<file path="src/rtl/cam_capture_win.sv">
// Camera capture engine: pairs RGB565 bytes into pixel words with row-based frame-buffer addresses.
// Optional statistics counters are built only when CAM_CAPTURE_STATS_EN is defined.
module cam_capture_win #(
    parameter int H_ACTIVE = 640,
    parameter int V_ACTIVE = 480,
    parameter int DECIM    = 1,
    parameter int OUT_FMT  = 0,
    parameter int ADDR_W   = 19,
    localparam int DW      = (OUT_FMT == 0) ? 12 : 16
) (
    input  logic              i_clk,
    input  logic              i_rst,
    input  logic              i_en,
    input  logic              i_vsync,
    input  logic              i_href,
    input  logic [7:0]        i_pix_byte,
    output logic              o_pix_wr,
    output logic [ADDR_W-1:0] o_pix_addr,
    output logic [DW-1:0]     o_pix_data,
    output logic              o_frame_start,
    output logic              o_frame_done,
    output logic              o_busy,
    output logic              o_err_len,
    output logic [15:0]       o_frame_cnt,
    output logic [7:0]        o_err_cnt
);

    localparam int XW  = $clog2(H_ACTIVE + 2);
    localparam int YW  = $clog2(V_ACTIVE + 2);
    localparam int DSH = $clog2(DECIM);
    localparam logic [XW-1:0]     H_LIM    = XW'(H_ACTIVE);
    localparam logic [YW-1:0]     V_LIM    = YW'(V_ACTIVE);
    localparam logic [XW-1:0]     X_MASK   = XW'(DECIM - 1);
    localparam logic [YW-1:0]     Y_MASK   = YW'(DECIM - 1);
    localparam logic [ADDR_W-1:0] ROW_STEP = ADDR_W'(H_ACTIVE / DECIM);

    typedef enum logic [1:0] {IDLE, WAIT_FRAME, ACTIVE} state_t;

    state_t              state_q, state_d;
    logic                vsync_q, vsync_d, vsync_p_q, vsync_p_d;
    logic                href_q, href_d, href_p_q, href_p_d;
    logic [7:0]          byte_q, byte_d, byte0_q, byte0_d;
    logic                phase_q, phase_d, err_q, err_d;
    logic [XW-1:0]       x_q, x_d;
    logic [YW-1:0]       y_q, y_d;
    logic [ADDR_W-1:0]   row_base_q, row_base_d, addr1_q, addr1_d;
    logic [DW-1:0]       data1_q, data1_d;
    logic                wr1_q, wr1_d, start1_q, start1_d, done1_q, done1_d;
    logic                pix_wr_q, pix_wr_d, frame_start_q, frame_start_d;
    logic                frame_done_q, frame_done_d, busy_q, busy_d, err_len_q, err_len_d;
    logic [ADDR_W-1:0]   pix_addr_q, pix_addr_d;
    logic [DW-1:0]       pix_data_q, pix_data_d;

    logic          vs_fall, vs_rise, hr_rise, hr_fall;
    logic          line_phase, line_err, end_err, y_mod0;
    logic [XW-1:0] line_x;
    logic [YW-1:0] y_inc;
    logic [DW-1:0] fmt_data;

    assign vs_fall    = vsync_p_q & ~vsync_q;
    assign vs_rise    = vsync_q & ~vsync_p_q;
    assign hr_rise    = href_q & ~href_p_q;
    assign hr_fall    = href_p_q & ~href_q;
    assign line_x     = hr_rise ? '0 : x_q;
    assign line_phase = hr_rise ? 1'b0 : phase_q;
    assign line_err   = (x_q != H_LIM) | phase_q;
    assign y_inc      = (y_q > V_LIM) ? y_q : y_q + YW'(1);
    assign y_mod0     = (y_q & Y_MASK) == '0;
    // A line still open, or closing on the same cycle, counts toward the line total.
    assign end_err    = href_q | (href_p_q ? (line_err | (y_inc != V_LIM)) : (y_q != V_LIM));

    if (OUT_FMT == 1) begin : g_rgb565
        assign fmt_data = {byte0_q, byte_q};
    end else begin : g_rgb444
        assign fmt_data = {byte0_q[7:4], byte0_q[2:0], byte_q[7], byte_q[4:1]};
    end

    always_comb begin
        // NOTE: every signal gets a default first so no path leaves a latch behind.
        vsync_d       = i_vsync;
        vsync_p_d     = vsync_q;
        href_d        = i_href;
        href_p_d      = href_q;
        byte_d        = i_pix_byte;
        state_d       = state_q;
        phase_d       = phase_q;
        byte0_d       = byte0_q;
        x_d           = x_q;
        y_d           = y_q;
        row_base_d    = row_base_q;
        err_d         = err_q;
        wr1_d         = 1'b0;
        addr1_d       = addr1_q;
        data1_d       = data1_q;
        start1_d      = 1'b0;
        done1_d       = 1'b0;
        pix_wr_d      = wr1_q;
        pix_addr_d    = addr1_q;
        pix_data_d    = data1_q;
        frame_start_d = start1_q;
        frame_done_d  = done1_q;
        busy_d        = (state_q == ACTIVE) | done1_q;
        err_len_d     = err_q;

        unique case (state_q)
            IDLE: begin
                if (i_en) state_d = WAIT_FRAME;
            end
            WAIT_FRAME: begin
                if (!i_en) begin
                    state_d = IDLE;
                end else if (vs_fall) begin
                    state_d    = ACTIVE;
                    start1_d   = 1'b1;
                    x_d        = '0;
                    y_d        = '0;
                    row_base_d = '0;
                    err_d      = 1'b0;
                    phase_d    = 1'b0;
                end
            end
            ACTIVE: begin
                if (vs_rise) begin
                    state_d = i_en ? WAIT_FRAME : IDLE;
                    done1_d = 1'b1;
                    err_d   = err_q | end_err;
                end else if (href_q) begin
                    if (!line_phase) begin
                        byte0_d = byte_q;
                        phase_d = 1'b1;
                        x_d     = line_x;
                    end else begin
                        phase_d = 1'b0;
                        x_d     = (line_x > H_LIM) ? line_x : line_x + XW'(1);
                        if (line_x >= H_LIM) err_d = 1'b1;
                        if ((line_x < H_LIM) && (y_q < V_LIM) &&
                            ((line_x & X_MASK) == '0) && y_mod0) begin
                            wr1_d   = 1'b1;
                            addr1_d = row_base_q + ADDR_W'(line_x >> DSH);
                            data1_d = fmt_data;
                        end
                    end
                end else if (hr_fall) begin
                    err_d   = err_q | line_err | (y_q >= V_LIM);
                    phase_d = 1'b0;
                    y_d     = y_inc;
                    if ((y_q < V_LIM) && y_mod0) row_base_d = row_base_q + ROW_STEP;
                end
            end
            default: state_d = IDLE;
        endcase
    end

    always_ff @(posedge i_clk) begin
        if (i_rst) begin
            state_q       <= IDLE;
            vsync_q       <= 1'b0;
            vsync_p_q     <= 1'b0;
            href_q        <= 1'b0;
            href_p_q      <= 1'b0;
            byte_q        <= '0;
            byte0_q       <= '0;
            phase_q       <= 1'b0;
            err_q         <= 1'b0;
            x_q           <= '0;
            y_q           <= '0;
            row_base_q    <= '0;
            addr1_q       <= '0;
            data1_q       <= '0;
            wr1_q         <= 1'b0;
            start1_q      <= 1'b0;
            done1_q       <= 1'b0;
            pix_wr_q      <= 1'b0;
            pix_addr_q    <= '0;
            pix_data_q    <= '0;
            frame_start_q <= 1'b0;
            frame_done_q  <= 1'b0;
            busy_q        <= 1'b0;
            err_len_q     <= 1'b0;
        end else begin
            // NOTE: non-blocking assignments so every flop samples pre-edge values.
            state_q       <= state_d;
            vsync_q       <= vsync_d;
            vsync_p_q     <= vsync_p_d;
            href_q        <= href_d;
            href_p_q      <= href_p_d;
            byte_q        <= byte_d;
            byte0_q       <= byte0_d;
            phase_q       <= phase_d;
            err_q         <= err_d;
            x_q           <= x_d;
            y_q           <= y_d;
            row_base_q    <= row_base_d;
            addr1_q       <= addr1_d;
            data1_q       <= data1_d;
            wr1_q         <= wr1_d;
            start1_q      <= start1_d;
            done1_q       <= done1_d;
            pix_wr_q      <= pix_wr_d;
            pix_addr_q    <= pix_addr_d;
            pix_data_q    <= pix_data_d;
            frame_start_q <= frame_start_d;
            frame_done_q  <= frame_done_d;
            busy_q        <= busy_d;
            err_len_q     <= err_len_d;
        end
    end

    assign o_pix_wr      = pix_wr_q;
    assign o_pix_addr    = pix_addr_q;
    assign o_pix_data    = pix_data_q;
    assign o_frame_start = frame_start_q;
    assign o_frame_done  = frame_done_q;
    assign o_busy        = busy_q;
    assign o_err_len     = err_len_q;

`ifdef CAM_CAPTURE_STATS_EN
    logic [15:0] frame_cnt_q, frame_cnt_d;
    logic [7:0]  err_cnt_q, err_cnt_d;

    // Counters step on the same edge that raises o_frame_done.
    always_comb begin
        frame_cnt_d = frame_cnt_q;
        err_cnt_d   = err_cnt_q;
        if (done1_q) begin
            frame_cnt_d = frame_cnt_q + 16'd1;
            if (err_q && (err_cnt_q != 8'hFF)) err_cnt_d = err_cnt_q + 8'd1;
        end
    end

    always_ff @(posedge i_clk) begin
        if (i_rst) begin
            frame_cnt_q <= '0;
            err_cnt_q   <= '0;
        end else begin
            frame_cnt_q <= frame_cnt_d;
            err_cnt_q   <= err_cnt_d;
        end
    end

    assign o_frame_cnt = frame_cnt_q;
    assign o_err_cnt   = err_cnt_q;
`else
    assign o_frame_cnt = '0;
    assign o_err_cnt   = '0;
`endif

endmodule

</file>
<file path="config.mk">
export PLATFORM = sky130hd
export DESIGN_NAME = cam_capture_win
export DESIGN_NICKNAME = d
export VERILOG_FILES = /design/src/rtl/cam_capture_win.sv
export SDC_FILE = /design/constraint.sdc
export NUM_CORES = 1
export LEC_CHECK = 0
export CORE_MARGIN = 2
export CORE_UTILIZATION = 45
export DETAILED_ROUTE_END_ITERATION = 6
export PLACE_DENSITY = 0.76
export SLEW_MARGIN = 10
export SYNTH_ARGS = -nofsm -noshare
export SYNTH_HDL_FRONTEND = slang
export SYNTH_SLANG_ARGS = --single-unit
export TNS_END_PERCENT = 100
</file>
<file path="constraint.sdc">
create_clock -name i_clk -period 2.9 [get_ports i_clk]
set_clock_uncertainty 0.05 [all_clocks]
set_input_delay 0.435 -clock i_clk [delete_from_list [all_inputs] [get_ports i_clk]]
set_output_delay 0.435 -clock i_clk [all_outputs]
set_load 0.02 [all_outputs]
</file>
### Logic cells by family

Bar = 20 um.
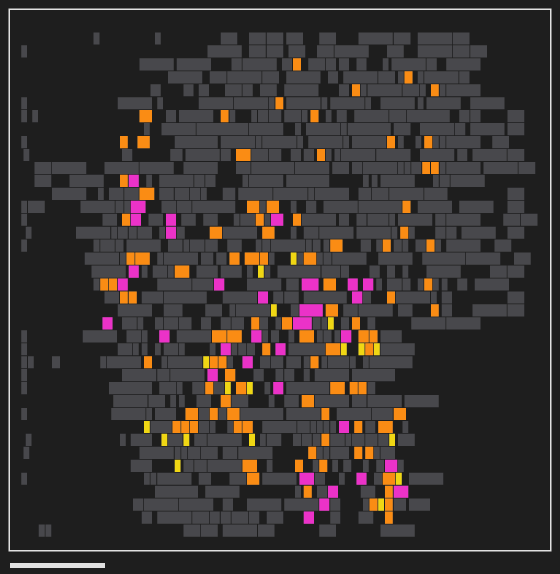
Key: magenta = and/or cells [cells 33]; yellow = inv cells [cells 18]; orange = aoi and oai cells [cells 95]
Top cell excl fill/tap: dfxtp_1
final non-filler cell total: 820
Comb/total area: 0.404

### Routed clock nets over the placement

Bar = 20 um.
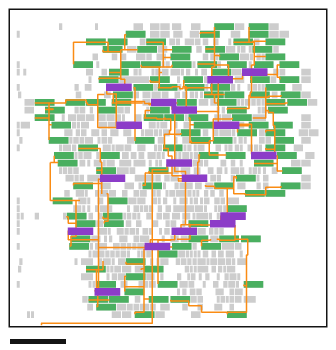
Key: green = flip-flops [count 124]; orange = clock wires [length 1390 um]; purple = clock drivers [count 17]
There are 18 routed clock nets. Position of the flops: widely spread.
worst skew pair latency: 0.41 ns
Clk. pwr: 2.01 mW
clock share of power: 0.504

==> GITHUB_STEP_SUMMARY <==
### Metrics collected by this job

| Metric | Value |
|---|---|
| Run status | `completed` |
| Flops after synth | `124` |
| RSZ-0062 raised after global routing | `no` |
| Crit Path Max Fanout | `11` |
| Critical R2R Capture | `x_q[5]$_SDFFE_PP0P_` |
| Setup Viol. Count Final | `0` |
| Comb area | `0.00262 mm^2` |
| Power density cells | `615 mW/mm^2` |
| Critical Path Sink | `x_q[5]$_SDFFE_PP0P_` |
| Total CTS buffers | `17` |
| Final hold vios | `0` |
| Fmax | `417 MHz` |
| H-Tree Depth | `4` |
| Die area | `0.0129 mm^2` |
| Tcrit/Tclk final | `0.826` |
| Setup TNS Final | `0 ns` |
| And+or+nand+nor area frac | `0.255` |
| MUX area fraction | `0.0223` |
| Yosys adder share | `0.0302` |
| First-pass GRT wire length | `19600 um` |
| Final Max Slew Viols | `0` |
| TritonCTS clock tree | `done` |
| Yosys warns | `0` |
| Worst path depth | `9` |
| FF-to-FF Start | `state_q[0]$_SDFFE_PP0P_` |
| R2R depth | `9` |
| Initial antenna violation count | `0` |
| Sum of buffers and inverters on the critical path | `2` |
| Grt ovf | `0` |
| P_leak | `2.49 nW` |
| Worst-Margin Slew | `0.601 ns` |
| CP required | `3.20 ns` |
| Row count | `39` |
| Sequential group share of total power | `0.436` |
| Worst vdd ir | `355 uV` |
| Worst path max stage delay | `0.47 ns` |
| DR vias | `4393` |
| CP cell instances | `inv_1, ha_1, buf_4, mux2i_1, a211oi_1, a31oi_1, and2_1, a22oi_1, nand2_1` |
| Area leader, netlist | `dfxtp_1` |
| Register area | `0.00248 mm^2` |
| Xor+xnor area frac | `0.0358` |
| Syn avg cell area | `8.70 um^2` |
| Slowest stage cell on the critical path | `a31oi_1` |
| Maxcap violations | `0` |
| Residual DRC | `0` |
| Log Warnings | `31` |
| Post-CTS Setup Inserts | `0` |
through the flow:
step                      cells  power (mW)  cell area [um^2]  hold slack (ns)  setup WS [ns]
after floorplan             643        1.97              5480            0.364          0.653
after global placement      788        2.00              5910            0.367          0.580
after detailed placement    788        2.01              5910            0.380          0.487
after CTS                   820        4.02              6490            0.361          0.514
after global routing        820        4.12              6490            0.391          0.330
final                       820        3.99              6490            0.383          0.503
placed cells by master, fill, tap and decap left out, types with 5 or more instances in the layout:
master,instances
nand2b_1,7
xor2_1,12
a31oi_1,5
ha_1,13
buf_4,9
inv_6,6
a211oi_1,6
conb_1,25
nor2b_1,49
inv_1,18
nand2_1,77
clkdlybuf4s50_1,47
clkbuf_16,17
dfxtp_1,124
xnor2_1,10
and3_1,9
and2_1,7
nand3_1,22
or3_1,9
nor2_1,48
a21oi_1,44
nand4_1,10
nor3_1,8
mux2i_1,12
o21ai_0,15
routing by layer:
metal | vias to the layer above | global-route usage | routed length (um)
li1 | 2177 | - | -
met3 | 18 | 0.0420 | 545
met1 | 2038 | 0.234 | 5270
met2 | 160 | 0.314 | 5670
met5 | - | 0 | 0
met4 | 0 | 0.0732 | 172
power by group through the flow:
| stage | clock network (mW) | registers, mW | logic (mW) |
|---|---|---|---|
| 3_5_place_dp | 0 | 1.78 | 0.232 |
| 4_1_cts | 2.05 | 1.74 | 0.234 |
| 5_1_grt | 2.11 | 1.74 | 0.261 |
| 2_1_floorplan | 0 | 1.77 | 0.194 |
| 6_report | 2.01 | 1.74 | 0.237 |
| 3_3_place_gp | 0 | 1.78 | 0.225 |
final cells by class:
class | instances | area share
multi-input cells | 445 | 0.404
clock buffers | 19 | 0.0683
flip-flops and latches | 124 | 0.383
well taps | 143 | 0.0276
repair buffers | 58 | 0.0868
clock inverters | 13 | 0.0201
inverters | 18 | 0.0104
Power is estimated from default activity; no workload was simulated.
